==> config.mk <==
export PLATFORM = sky130hd
export DESIGN_NAME = leb128_window
export DESIGN_NICKNAME = d
export VERILOG_FILES = /design/src/rtl/leb128_window.sv
export SDC_FILE = /design/constraint.sdc
export NUM_CORES = 1
export LEC_CHECK = 0
export CAP_MARGIN = 25
export CORE_ASPECT_RATIO = 1.4
export CORE_MARGIN = 1.5
export CORE_UTILIZATION = 27
export DETAILED_ROUTE_END_ITERATION = 12
export GPL_ROUTABILITY_DRIVEN = 0
export GPL_TIMING_DRIVEN = 0
export PLACE_DENSITY_LB_ADDON = 0.2
export SETUP_SLACK_MARGIN = 0.02
export SLEW_MARGIN = 10
export SYNTH_ARGS = -nofsm -noshare
export SYNTH_HDL_FRONTEND = slang
export SYNTH_SLANG_ARGS = --single-unit
==> constraint.sdc <==
create_clock -name clk -period 4.55 [get_ports clk]
set_input_delay 1.365 -clock clk [delete_from_list [all_inputs] [get_ports clk]]
set_output_delay 1.365 -clock clk [all_outputs]
set_load 0.03 [all_outputs]
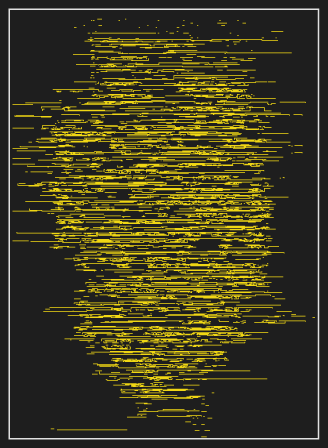
**Above:** met1 routing.
The layer carries 12200 µm of wire. The layer holds 38% of the routed length.
met1 usage: 31.1%
via count: 7643
final wirelength: 32300 µm

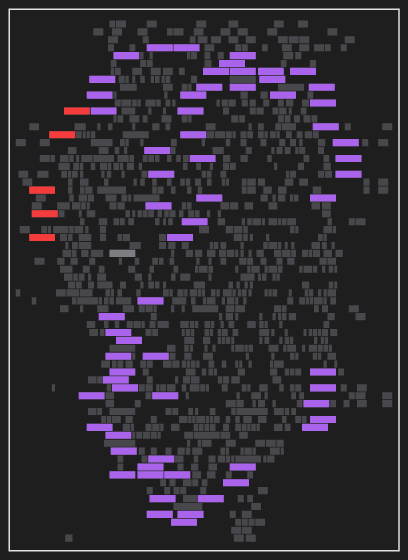
**Above:** where the registers sit.
Other sequential cells in the stronger grey, the rest of the logic in the fainter grey.
Red shows count, flops 5. Purple shows buf_q, flops 64.
Seq/total area: 22.2%
utilization after layout: 34.0%
seq pwr: 931 µW
register area: 0.00175 mm²

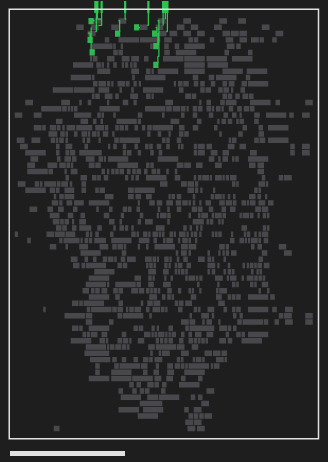
**Above:** I/O nets highlighted.
Bar = 50 µm.
Green shows w0, direction output, end cells 8, buffers 8, wire 101 µm.
# IOs: 64
buffers added on ports: 63

==> results_dict.tcl <==
# collected from the flow reports
set metrics [dict create \
    final_hold_viol_count 0 \
    grt_max_degree 53 \
    powerDensity_mw_per_mm2 573 \
    syn-cell-area_mm2 0.00644 \
    antenna_found_initial 0 \
    top_layer_used "met4" \
    warnings 27 \
    lay_top_count "nor2_1" \
    area_delta_synth_final_pct 22.8 \
    report.final.slew_viol_count 0 \
    fin_setup_tns_ps 0 \
    fp_util_pct 27.6 \
    die_h_um 186 \
    clk_latency_ps 360 \
    yosysChipArea_mm2 0.00644 \
    grtUsageMet3_pct 4.06 \
    top_area_cell "dfrtp_1" \
    synth_top_area_share_pct 27.2 \
    busiest_layer "met2" \
    grt_pass1_wl_um 47700 \
    ys_seq_share_pct 27.2 \
    clock_skew_ps 12.2 \
    clockBufferDepth 2 \
    dr_wl_met2_um 14900 \
    post-cts-setup-buffers 1 \
    ys_types 66 \
    finalWorstSetupSlack_ps 116 \
    grt_pass1_vias 7355 \
    top_cell "nor2_1" \
    avgSynthCellArea_um2 7.62 \
    viasPerCell 6.19 \
    lay_top_cells "nor2_1 (78), dfrtp_1 (70), clkdlybuf4s50_1 (60), a31oi_1 (59), nand2_1 (55)" \
    rsz0062_at_grt "true" \
    wl_per_cell_um 26.2 \
    top_cells_by_count "nor2_1 (78), dfrtp_1 (70), a31oi_1 (59)" \
    ys_async_sr_fraction_pct 100 \
    drt-met1-wl_um 12200 \
    cts_tree "yes" \
    arrival_ps 4670 \
    ant_nets 0 \
    ys_warn_count 0 \
    cts.sinks 70 \
    diodes 0 \
    path_max_fanout 10 \
    die_w_um 133 \
    slew_headroom_pct 38.8 \
    clk_pin_slew_ps 60 \
    finalSetupViolations 0 \
    largest_reg_flops 64 \
    grt_use_total_pct 26.3 \
    crit_type "in -> reg" \
    firstDrtPassIters 7 \
    drt-initial-drc-count 930 \
    cts_root_buf "clkbuf_16" \
    rows 66 \
    synthFlopType "dfrtp_1" \
    required_ps 4790 \
    min_path_cells 2 \
    core_area_mm2 0.0233 \
    max_freq_mhz 226 \
    status "finished clean" \
    hpwl_um 24200 \
    route.met3.wl_um 2440 \
    cts_resized 17 \
    cts_buffers 9 \
    worstRegToRegCells 14 \
    numSynthFlops 70 \
    dp_slack_ps -1330 \
    power_leakage_nw 2.76 \
    finalCriticalPeriod_ps 4430 \
    edf_count 0 \
]
-- power by group --
part           leakage [nW]  internal [mW]  total (mW)  switching, mW
Sequential            0.966          0.739       0.931          0.191
Combinational          1.62          0.887        2.79           1.90
Clock                 0.166          0.524       0.810          0.286
-- worst max-delay path: stages --
cell and delay (ps):
buf_2 150, buf_8 150, clkinv_4 90, clkbuf_8 180
ha_1 290, buf_4 160, and3b_1 190, or2_1 230
clkbuf_4 170, o21a_4 230, nand2_4 90, buf_12 120
nand2_1 50, o21ai_1 110, ha_2 190, nand3_1 90
xnor2_1 160, nor3_1 60, a41oi_1 250, mux2_1 350
-- per-stage QoR --
| step | std cells | power [mW] | hold slack [ps] | cell area [µm²] |
|---|---|---|---|---|
| 2_1_floorplan | 845 | 2.60 | 497 | 6470 |
| 3_3_place_gp | 1214 | 3.63 | 528 | 7480 |
| 3_5_place_dp | 1215 | 3.62 | 526 | 7510 |
| 4_1_cts | 1231 | 4.47 | 536 | 7880 |
| 5_1_grt | 1234 | 4.77 | 553 | 7910 |
| 6_report | 1234 | 4.53 | 532 | 7910 |
-- layout make-up --
class                      count  area [µm²]  area share, %
clock buffer                  13         270           3.42
timing repair buffer          69         683           8.64
sequential                    70        1750           22.2
tap                          306         383           4.84
multi-input combinational    671        4280           54.1
clock inverter                 3        65.1          0.823
inverter                      24        95.1           1.20
buffer                        78         383           4.84
-- cell families (layout without fill, tap and decap cells) --
family / after synthesis / in the layout / share of synthesized area (%)
fa+ha+maj: 6 / 6 / 1.28
xor+xnor: 3 / 3 / 0.408
buf+inv: 104 / 187 / 6.65
simple gates: 337 / 337 / 28.6
compound gates: 299 / 299 / 31.7
flops: 70 / 70 / 27.2
mux: 26 / 26 / 4.18
Power is estimated from default activity; no workload was simulated.
